File: config.mk
export PLATFORM = sky130hd
export DESIGN_NAME = store_buffer_flat
export DESIGN_NICKNAME = d
export VERILOG_FILES = /design/src/rtl/store_buffer_pkg.sv /design/src/rtl/store_buffer_if.sv /design/src/rtl/store_buffer_fwd_match.sv /design/src/rtl/store_buffer.sv /design/src/flat_wrapper.sv
export SDC_FILE = /design/constraint.sdc
export NUM_CORES = 2
export LEC_CHECK = 0
export ABC_AREA = 1
export CORE_ASPECT_RATIO = 1.25
export CORE_UTILIZATION = 58
export CTS_CLUSTER_SIZE = 8
export DETAILED_ROUTE_END_ITERATION = 8
export PLACE_DENSITY = 0.77
export SYNTH_ARGS = -nofsm -noshare
export SYNTH_HDL_FRONTEND = slang
export SYNTH_HIERARCHICAL = 1
export SYNTH_SLANG_ARGS = --single-unit
File: constraint.sdc
create_clock -name clk -period 24.5 [get_ports clk]
set_input_delay 4.9 -clock clk [delete_from_list [all_inputs] [get_ports clk]]
set_output_delay 4.9 -clock clk [all_outputs]
set_load 0.02 [all_outputs]
File: src/rtl/store_buffer_pkg.sv
// Shared constants and entry layout for the post-commit store buffer.
package store_buffer_pkg;

  localparam int ROB_ENTRIES = 32;
  localparam int ISSUE_WIDTH = 2;
  localparam int SB_ENTRIES  = 8;
  localparam int ROB_IDX_W   = $clog2(ROB_ENTRIES);

  typedef struct packed {
    logic                 valid;
    logic                 committed;
    logic [ROB_IDX_W-1:0] rob_idx;
    logic [29:0]          addr;
    logic [31:0]          data;
    logic [3:0]           be;
  } sb_entry_t;

  function automatic logic be_covers(
    input logic [3:0] need,
    input logic [3:0] have
  );
    return (need & ~have) == 4'b0000;
  endfunction

endpackage

File: src/rtl/store_buffer_if.sv
// D-cache write request channel: valid/ready handshake with a
// word address, data and byte enables.
interface store_buffer_if;

  logic        dc_req_valid;
  logic [31:0] dc_req_addr;
  logic [31:0] dc_req_data;
  logic [3:0]  dc_req_be;
  logic        dc_req_ready;

  modport master (
    output dc_req_valid,
    output dc_req_addr,
    output dc_req_data,
    output dc_req_be,
    input  dc_req_ready
  );

  modport slave (
    input  dc_req_valid,
    input  dc_req_addr,
    input  dc_req_data,
    input  dc_req_be,
    output dc_req_ready
  );

endinterface

File: src/rtl/store_buffer_fwd_match.sv
// Youngest-first word-address match over the store buffer entries,
// classifying the result as full-cover hit or partial-overlap stall.
module store_buffer_fwd_match
  import store_buffer_pkg::*;
#(
  parameter  int N  = 8,
  localparam int PW = $clog2(N)
) (
  input  logic [N-1:0]        valid_i,
  input  logic [N-1:0][29:0]  addr_i,
  input  logic [N-1:0][31:0]  data_i,
  input  logic [N-1:0][3:0]   be_i,
  input  logic [PW-1:0]       tail_i,
  input  logic [29:0]         ld_waddr_i,
  input  logic [3:0]          ld_be_i,
  output logic                hit_o,
  output logic                stall_o,
  output logic [31:0]         data_o
);

  logic          found;
  logic [PW-1:0] sel;
  logic [PW-1:0] idx;
  logic          covers;

  // Walk backwards from tail so the first match is the youngest store.
  always_comb begin
    found = 1'b0;
    sel   = '0;
    idx   = '0;
    for (int k = 1; k <= N; k++) begin
      idx = tail_i - PW'(k);
      if (!found && valid_i[idx] && addr_i[idx] == ld_waddr_i) begin
        found = 1'b1;
        sel   = idx;
      end
    end
  end

  assign covers  = be_covers(ld_be_i, be_i[sel]);
  assign hit_o   = found && covers;
  assign stall_o = found && !covers;
  assign data_o  = hit_o ? data_i[sel] : '0;

endmodule

File: src/rtl/store_buffer.sv
// Post-commit store buffer: speculative in-order store FIFO, commit
// marking from the ROB, D-cache drain and store-to-load forwarding.
module store_buffer
  import store_buffer_pkg::*;
#(
  parameter  int SB_ENTRIES = store_buffer_pkg::SB_ENTRIES,
  parameter  int ROB_SIZE   = ROB_ENTRIES,
  localparam int IDX_BITS   = $clog2(ROB_SIZE)
) (
  input  logic                                clk,
  input  logic                                reset,
  input  logic                                st_wr_en,
  input  logic [IDX_BITS-1:0]                 st_wr_rob_idx,
  input  logic [31:0]                         st_wr_addr,
  input  logic [31:0]                         st_wr_data,
  input  logic [3:0]                          st_wr_be,
  input  logic [ISSUE_WIDTH-1:0]              commit_valid,
  input  logic [ISSUE_WIDTH-1:0]              commit_is_store,
  input  logic [ISSUE_WIDTH-1:0][IDX_BITS-1:0] commit_rob_idx,
  input  logic                                flush_en,
  store_buffer_if.master                      dc,
  input  logic [31:0]                         ld_fwd_addr,
  input  logic [3:0]                          ld_fwd_be,
  output logic                                ld_fwd_hit,
  output logic                                ld_fwd_stall,
  output logic [31:0]                         ld_fwd_data,
  output logic                                sb_full,
  output logic                                sb_empty,
  output logic                                sb_err
);

  localparam int PW = $clog2(SB_ENTRIES);
  localparam int CW = $clog2(SB_ENTRIES + 1);

  sb_entry_t [SB_ENTRIES-1:0] mem_q, mem_d;
  logic [PW-1:0] head_q, head_d;
  logic [PW-1:0] cmt_q, cmt_d;
  logic [PW-1:0] tail_q, tail_d;
  logic [CW-1:0] count_q, count_d;
  logic [CW-1:0] ncmt_q, ncmt_d;
  logic          err_q, err_d;

  logic          full;
  logic          req_v;
  logic          drain;
  logic          wr_ok;
  logic [CW-1:0] avail;

  logic [SB_ENTRIES-1:0]       f_valid;
  logic [SB_ENTRIES-1:0][29:0] f_addr;
  logic [SB_ENTRIES-1:0][31:0] f_data;
  logic [SB_ENTRIES-1:0][3:0]  f_be;

  logic unused_lo;
  assign unused_lo = ^{st_wr_addr[1:0], ld_fwd_addr[1:0]};

  assign full  = count_q == CW'(SB_ENTRIES);
  assign req_v = ncmt_q != '0;
  assign drain = req_v && dc.dc_req_ready;
  // A flush squashes the same-cycle write along with younger entries.
  assign wr_ok = st_wr_en && !full && !flush_en;

  assign dc.dc_req_valid = req_v;
  assign dc.dc_req_addr  = req_v ? {mem_q[head_q].addr, 2'b00} : '0;
  assign dc.dc_req_data  = req_v ? mem_q[head_q].data : '0;
  assign dc.dc_req_be    = req_v ? mem_q[head_q].be : '0;

  assign sb_full  = full;
  assign sb_empty = count_q == '0;
  assign sb_err   = err_q;

  always_comb begin
    mem_d   = mem_q;
    head_d  = head_q;
    cmt_d   = cmt_q;
    tail_d  = tail_q;
    count_d = count_q;
    ncmt_d  = ncmt_q;
    err_d   = err_q;
    avail   = count_q - ncmt_q;

    if (st_wr_en && full) begin
      err_d = 1'b1;
    end

    for (int s = 0; s < ISSUE_WIDTH; s++) begin
      if (commit_valid[s] && commit_is_store[s]) begin
        if (avail == '0) begin
          err_d = 1'b1;
        end else begin
          if (mem_d[cmt_d].rob_idx != ROB_IDX_W'(commit_rob_idx[s])) begin
            err_d = 1'b1;
          end
          mem_d[cmt_d].committed = 1'b1;
          ncmt_d = ncmt_d + CW'(1);
          avail  = avail - CW'(1);
        end
        cmt_d = cmt_d + PW'(1);
      end
    end

    if (drain) begin
      mem_d[head_q] = '0;
      head_d  = head_q + PW'(1);
      ncmt_d  = ncmt_d - CW'(1);
      count_d = count_d - CW'(1);
    end

    if (wr_ok) begin
      mem_d[tail_q] = '{valid:     1'b1,
                        committed: 1'b0,
                        rob_idx:   ROB_IDX_W'(st_wr_rob_idx),
                        addr:      st_wr_addr[31:2],
                        data:      st_wr_data,
                        be:        st_wr_be};
      tail_d  = tail_q + PW'(1);
      count_d = count_d + CW'(1);
    end

    // Committed entries are architecturally done and survive the flush.
    if (flush_en) begin
      for (int i = 0; i < SB_ENTRIES; i++) begin
        if (mem_d[i].valid && !mem_d[i].committed) begin
          mem_d[i] = '0;
        end
      end
      tail_d  = cmt_d;
      count_d = ncmt_d;
    end
  end

  always_ff @(posedge clk or posedge reset) begin
    if (reset) begin
      mem_q   <= '0;
      head_q  <= '0;
      cmt_q   <= '0;
      tail_q  <= '0;
      count_q <= '0;
      ncmt_q  <= '0;
      err_q   <= 1'b0;
    end else begin
      mem_q   <= mem_d;
      head_q  <= head_d;
      cmt_q   <= cmt_d;
      tail_q  <= tail_d;
      count_q <= count_d;
      ncmt_q  <= ncmt_d;
      err_q   <= err_d;
    end
  end

  always_comb begin
    for (int i = 0; i < SB_ENTRIES; i++) begin
      f_valid[i] = mem_q[i].valid;
      f_addr[i]  = mem_q[i].addr;
      f_data[i]  = mem_q[i].data;
      f_be[i]    = mem_q[i].be;
    end
  end

  store_buffer_fwd_match #(
    .N (SB_ENTRIES)
  ) u_fwd (
    .valid_i    (f_valid),
    .addr_i     (f_addr),
    .data_i     (f_data),
    .be_i       (f_be),
    .tail_i     (tail_q),
    .ld_waddr_i (ld_fwd_addr[31:2]),
    .ld_be_i    (ld_fwd_be),
    .hit_o      (ld_fwd_hit),
    .stall_o    (ld_fwd_stall),
    .data_o     (ld_fwd_data)
  );

endmodule

File: src/flat_wrapper.sv
// flat-port wrapper written by rule: the top's interface ports become plain ports
module store_buffer_flat import store_buffer_pkg::*;
#(
  parameter  int SB_ENTRIES = store_buffer_pkg::SB_ENTRIES,
  parameter  int ROB_SIZE   = ROB_ENTRIES,
  localparam int IDX_BITS   = $clog2(ROB_SIZE)
)
  (clk, reset, st_wr_en, st_wr_rob_idx, st_wr_addr, st_wr_data, st_wr_be, commit_valid, commit_is_store, commit_rob_idx, flush_en, ld_fwd_addr, ld_fwd_be, ld_fwd_hit, ld_fwd_stall, ld_fwd_data, sb_full, sb_empty, sb_err, dc_dc_req_valid, dc_dc_req_addr, dc_dc_req_data, dc_dc_req_be, dc_dc_req_ready);
  store_buffer_if dc_i ();
  input  logic clk;
  input  logic reset;
  input  logic st_wr_en;
  input  logic [IDX_BITS-1:0] st_wr_rob_idx;
  input  logic [31:0] st_wr_addr;
  input  logic [31:0] st_wr_data;
  input  logic [3:0] st_wr_be;
  input  logic [ISSUE_WIDTH-1:0] commit_valid;
  input  logic [ISSUE_WIDTH-1:0] commit_is_store;
  input  logic [ISSUE_WIDTH-1:0][IDX_BITS-1:0] commit_rob_idx;
  input  logic flush_en;
  input  logic [31:0] ld_fwd_addr;
  input  logic [3:0] ld_fwd_be;
  output logic ld_fwd_hit;
  output logic ld_fwd_stall;
  output logic [31:0] ld_fwd_data;
  output logic sb_full;
  output logic sb_empty;
  output logic sb_err;
  output wire logic [$bits(dc_i.dc_req_valid)-1:0] dc_dc_req_valid;
  output wire logic [$bits(dc_i.dc_req_addr)-1:0] dc_dc_req_addr;
  output wire logic [$bits(dc_i.dc_req_data)-1:0] dc_dc_req_data;
  output wire logic [$bits(dc_i.dc_req_be)-1:0] dc_dc_req_be;
  input wire logic [$bits(dc_i.dc_req_ready)-1:0] dc_dc_req_ready;
  assign dc_dc_req_valid = dc_i.dc_req_valid;
  assign dc_dc_req_addr = dc_i.dc_req_addr;
  assign dc_dc_req_data = dc_i.dc_req_data;
  assign dc_dc_req_be = dc_i.dc_req_be;
  assign dc_i.dc_req_ready = dc_dc_req_ready;
  store_buffer #(.SB_ENTRIES(SB_ENTRIES), .ROB_SIZE(ROB_SIZE)) u_core (.clk(clk), .reset(reset), .st_wr_en(st_wr_en), .st_wr_rob_idx(st_wr_rob_idx), .st_wr_addr(st_wr_addr), .st_wr_data(st_wr_data), .st_wr_be(st_wr_be), .commit_valid(commit_valid), .commit_is_store(commit_is_store), .commit_rob_idx(commit_rob_idx), .flush_en(flush_en), .dc(dc_i), .ld_fwd_addr(ld_fwd_addr), .ld_fwd_be(ld_fwd_be), .ld_fwd_hit(ld_fwd_hit), .ld_fwd_stall(ld_fwd_stall), .ld_fwd_data(ld_fwd_data), .sb_full(sb_full), .sb_empty(sb_empty), .sb_err(sb_err));
endmodule
Fig. 1: routed clock nets over the placement
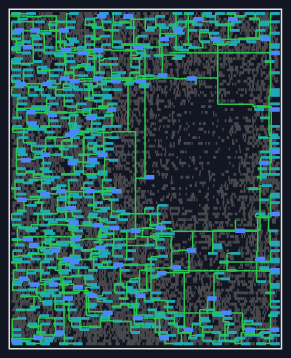
[flip-flops] cyan | count: 602
[clock wires] green | length: 9140 um
[clock drivers] blue | count: 86
routed clock nets: 87
flops lie: spread over the die

Fig. 2: M3 wires
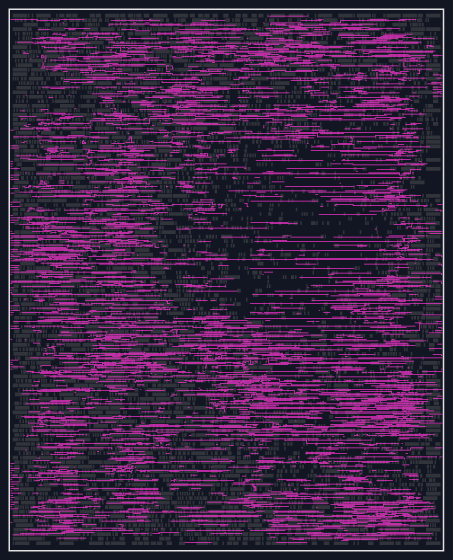
longest straight run: 161 um
nets with wire on the layer: 871
Routed Wire Length: 219 mm
count of vias placed by the detailed router: 57051
grt met3 use: 0.150

Fig. 3: cell sizes after repair
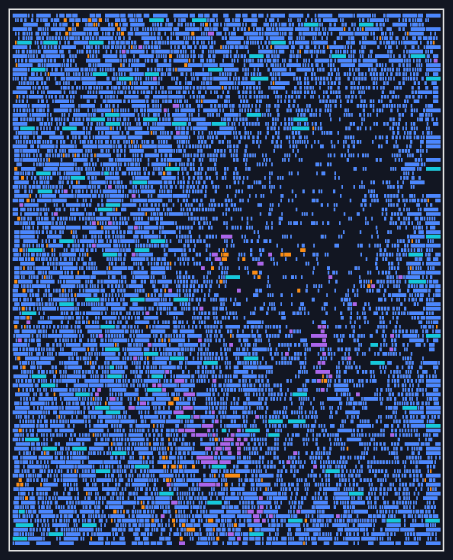
| size | color | cells | share |
|---|---|---|---|
| _6 and larger | cyan | 99 | 1.3% |
| _2 cells | orange | 177 | 2.3% |
| _0 and _1 cells | blue | 7302 | 95% |
| _3 and _4 cells | purple | 123 | 1.6% |

Fig. 4: track usage over the die
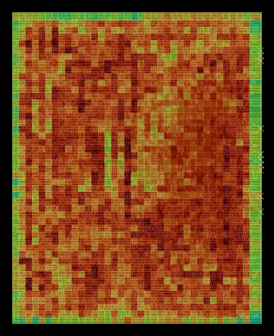
post-detailed-route wirelength per cell: 24.9 um
GRT Max-Usage Layer: met2
routing usage on met2: 0.756
met1 capacity usage during global routing: 0.618
GRT Resource Usage Total: 0.503

==> impl_table.tex <==
% Synthesis and place-and-route results
\begin{tabular}{lr}
\hline
Metric & Value \\
\hline
\multicolumn{2}{l}{\textbf{Synthesis}} \\
Syn Inst Count & 7833 \\
Register bit total from synthesis & 602 \\
XOR-XNOR Cells, Area Fraction & 0.00870 \\
Main kind of combinational logic by area & simple AND/OR/NAND/NOR gates \\
Main synth FF type & dfrtp\_1 \\
Average instance area after synthesis & 6.21 sq um \\
Area of the mapped netlist & 0.0486 sq mm \\
Synthesized-area fraction occupied by ao, oa, aoi and oai cells & 0.146 \\
Post-synthesis mux area share & 0 \\
Yosys adder share & 0.00427 \\
Ys cells & 7833 \\
Yosys synthesis chip area & 0.0486 sq mm \\
Unique cell type count in the Yosys netlist & 62 \\
Post-synth EDFFs & 0 \\
Top area cells in the synthesized netlist & dfrtp\_1 (31\%), nand2\_1 (19\%), nand3\_1 (16\%), inv\_1 (7.8\%), o21ai\_0 (4.4\%) \\
Synth Warn \# & 6 \\
Share of synthesized area occupied by flip-flops and latches & 0.310 \\
Cell type with the largest total area & dfrtp\_1 \\
AND/OR/NAND/NOR Cells, Area Fraction & 0.386 \\
\multicolumn{2}{l}{\textbf{Finish}} \\
Share of final-layout standard cells stronger than drive strength 1 & 0.0518 \\
Final Util & 0.634 \\
Number of signal-net buffers in the layout & 307 \\
Fraction of area in registers & 0.286 \\
Synthesis-to-layout area growth & 8.29\% \\
Fill cell count & 7778 \\
Most instantiated logic cells after routing & nand2\_1 (2449), nand3\_1 (1549), inv\_1 (999) \\
Multi-input comb cells & 5557 \\
Seq. cell area & 0.0151 sq mm \\
Non-Clock Inverter Count & 1135 \\
Combinational share of cell area & 0.506 \\
Finished layout cell area & 0.0526 sq mm \\
Highest-count logic cell in the final layout & nand2\_1 \\
Clock tree buffer count of the final layout & 91 \\
Diodes inserted & 7 \\
Net total in the final layout & 7833 \\
Clock Network Area Fraction & 0.0455 \\
Logic area & 0.0266 sq mm \\
Fraction of area in non-clock buffers & 0.0548 \\
Cell group occupying the most layout area & logic gates \\
Final Non-Filler Cells & 8788 \\
\multicolumn{2}{l}{\textbf{Setup path}} \\
Critical-path cell with the highest stage delay & buf\_4 \\
Endpoint kind of the worst setup timing path & output port \\
Type of origin of the critical path & input pin \\
Critical path start-end classification & input pin to output port \\
Data arrival, critical path & 11.57 ns \\
Maximum cell stage delay along the critical path & 0.79 ns \\
Origin of the worst setup path & ld\_fwd\_addr[13] \\
RR Startpoint & u\_core/head\_q[2] \\
Library cell appearing most often on the critical path & nand2\_1 \\
Worst setup path end & ld\_fwd\_data[10] \\
Reg-to-reg slack, setup & 18.72 ns \\
Reg2reg path depth & 10 \\
Capture point of the worst reg-to-reg path & u\_core/f\_addr[134] \\
Sequence of cells on the critical path & clkdlybuf4s50\_1 -> inv\_1 -> nand2\_1 -> nand2\_1 -> nor2\_1 -> nand2\_1 -> nor2\_1 -> nand2\_1 -> nor2\_1 -> nor2\_4 -> nand4\_1 -> nor2\_1 -> nor2\_2 -> nand3\_2 -> nand2\_4 -> buf\_4 -> buf\_4 -> nand2\_1 -> nand3\_1 -> nand3\_1 -> nand2\_1 -> inv\_1 -> nor2\_2 -> clkdlybuf4s50\_1 \\
Data required time of the critical path & 19.60 ns \\
\multicolumn{2}{l}{\textbf{Final timing}} \\
Count of final hold-check violations & 0 \\
Setup-violating endpoint count in the final report & 0 \\
Actual slew at the worst max-slew pin & 1.42 ns \\
Post-route fraction of the period consumed by the critical path & 0.672 \\
Summed negative setup slack over all endpoints & 0 ns \\
Highest achievable clock rate & 0.0607 GHz \\
Final worst path period need & 16.47 ns \\
Slew Limit Fails & 0 \\
Worst hold margin & 0.598 ns \\
Worst Clk Skew & 0.0628 ns \\
Setup slack after layout & 8.03 ns \\
Relative slew slack & 0.0501 \\
\multicolumn{2}{l}{\textbf{Clocking}} \\
Cts repair resizes & 0 \\
TritonCTS clock tree & yes \\
Clock Latency Late Sink & 0.71 ns \\
Number of buffers added for setup after CTS & 0 \\
Num CTS Buffers & 86 \\
Clock sink total & 602 \\
Clock Pin Slew Worst Setup and Hold Paths & 0.05 ns \\
Cts hold-fix bufs & 0 \\
Number of levels the H-tree was split into & 3 \\
Maximum root-to-sink buffer count & 3 \\
Cell chosen for the clock root & clkbuf\_16 \\
\multicolumn{2}{l}{\textbf{Global route}} \\
Maximum number of pins on one net before global-route repair & 250 \\
Initial antenna violation count & 17 \\
Total congestion overflow after global routing & 0 \\
Via count of the first global-routing pass & 53106 \\
First-pass GRT wire length & 321 mm \\
\multicolumn{2}{l}{\textbf{Floorplan}} \\
Die extent in y & 326 um \\
Chip area & 0.0850 sq mm \\
Num tapcells & 1080 \\
Core box area & 0.0830 sq mm \\
Die width & 261 um \\
Row cnt & 118 \\
Pre-placement core utilization & 0.586 \\
I/O pins & 234 \\
\multicolumn{2}{l}{\textbf{Drt}} \\
Ratio of routed vias to standard cells & 6.49 \\
Total iterations of the first detailed-routing run & 9 \\
Count of antenna-violating nets left after detailed routing & 0 \\
Number of violations reported at the end of detailed-routing iteration 0 & 9193 \\
DRC violations left & 20 \\
\multicolumn{2}{l}{\textbf{Outcome}} \\
Violations in the final reports & design-rule violations \\
Outcome & finished with violations \\
\multicolumn{2}{l}{\textbf{Place}} \\
Post-place setup slack & 8.42 ns \\
Placed wire-length estimate & 136 mm \\
Cell area after placement & 0.0502 sq mm \\
Cell count after placement & 8681 \\
Final Wtd Congestion & 1.12 \\
Count of input and output buffers & 227 \\
\multicolumn{2}{l}{\textbf{Flow run}} \\
Max cap viols & 0 \\
Number of warnings in the stage logs & 38 \\
\multicolumn{2}{l}{\textbf{Power}} \\
Share of total power in combinational logic & 0.662 \\
Power dissipated by switching net loads & 4.85 mW \\
Power after layout & 8.55 mW \\
Share of total power in the clock network & 0.132 \\
Switching portion of total power & 0.568 \\
Share of power burned in registers & 0.205 \\
Pleak & 28.2 nW \\
Power per cell area & 162 mW/mm\^{}2 \\
\multicolumn{2}{l}{\textbf{Min path}} \\
End point of the most critical hold path & u\_core/f\_data[89] \\
Hold Path Class & flip-flop to flip-flop \\
Hold\_sp & u\_core/f\_data[89] \\
Hold path cells & 4 \\
\hline
\end{tabular}
-- sequential cells by signal, summed over array words and instances, names as in the netlist --
signal / flops
u_core/tail_q: 3
u_core/sb_err: 1
u_core/f_be: 32
u_core/head_q: 3
u_core/f_addr: 240
u_core/count_q: 4
u_core/cmt_q: 3
u_core/ncmt_q: 4
u_core/f_data: 256
u_core/f_valid: 8
u_core/mem_q: 48
-- metal layers --
metal  GRT usage  wire [um]  up-vias
li1            -          -    25220
met1       0.618      76100    26077
met2       0.756      93500     4540
met3       0.150      31200     1192
met4       0.347      18200       22
met5           0        146        -
-- synthesized netlist by cell type, drive strengths merged (2+ instances only) --
| library cell | number |
|---|---|
| and2 | 8 |
| a211oi | 7 |
| a41oi | 66 |
| o22ai | 311 |
| o211ai | 201 |
| nand4 | 36 |
| nand3b | 19 |
| nor3 | 4 |
| dfrtp | 602 |
| xnor2 | 8 |
| or2 | 6 |
| o21ai | 436 |
| nand3 | 1561 |
| a21o | 2 |
| inv | 1119 |
| xor2 | 36 |
| a21oi | 110 |
| o21bai | 4 |
| o221ai | 3 |
| ha | 15 |
| o2111a | 2 |
| and3 | 2 |
| buf | 327 |
| clkbuf | 213 |
| clkinv | 16 |
| a21boi | 4 |
| o2111ai | 3 |
| nor4 | 2 |
| nand2 | 2473 |
| a22o | 2 |
| nor2 | 220 |
| a221oi | 3 |
| a31oi | 5 |
-- power groups by stage --
stage / clock (mW) / combinational [mW] / sequential [mW]
floorplan: 0 / 3.76 / 1.61
global placement: 0 / 5.27 / 1.73
detailed placement: 0 / 5.35 / 1.75
CTS: 1.13 / 5.39 / 1.74
global route: 1.17 / 6.03 / 1.79
finish: 1.13 / 5.66 / 1.76
-- critical path, delay by kind of cell --
kind,cells,cell delay [ns]
buffers and inverters,6,3.30
and+or+nand+nor,18,3.24
Power is estimated from default activity; no workload was simulated.
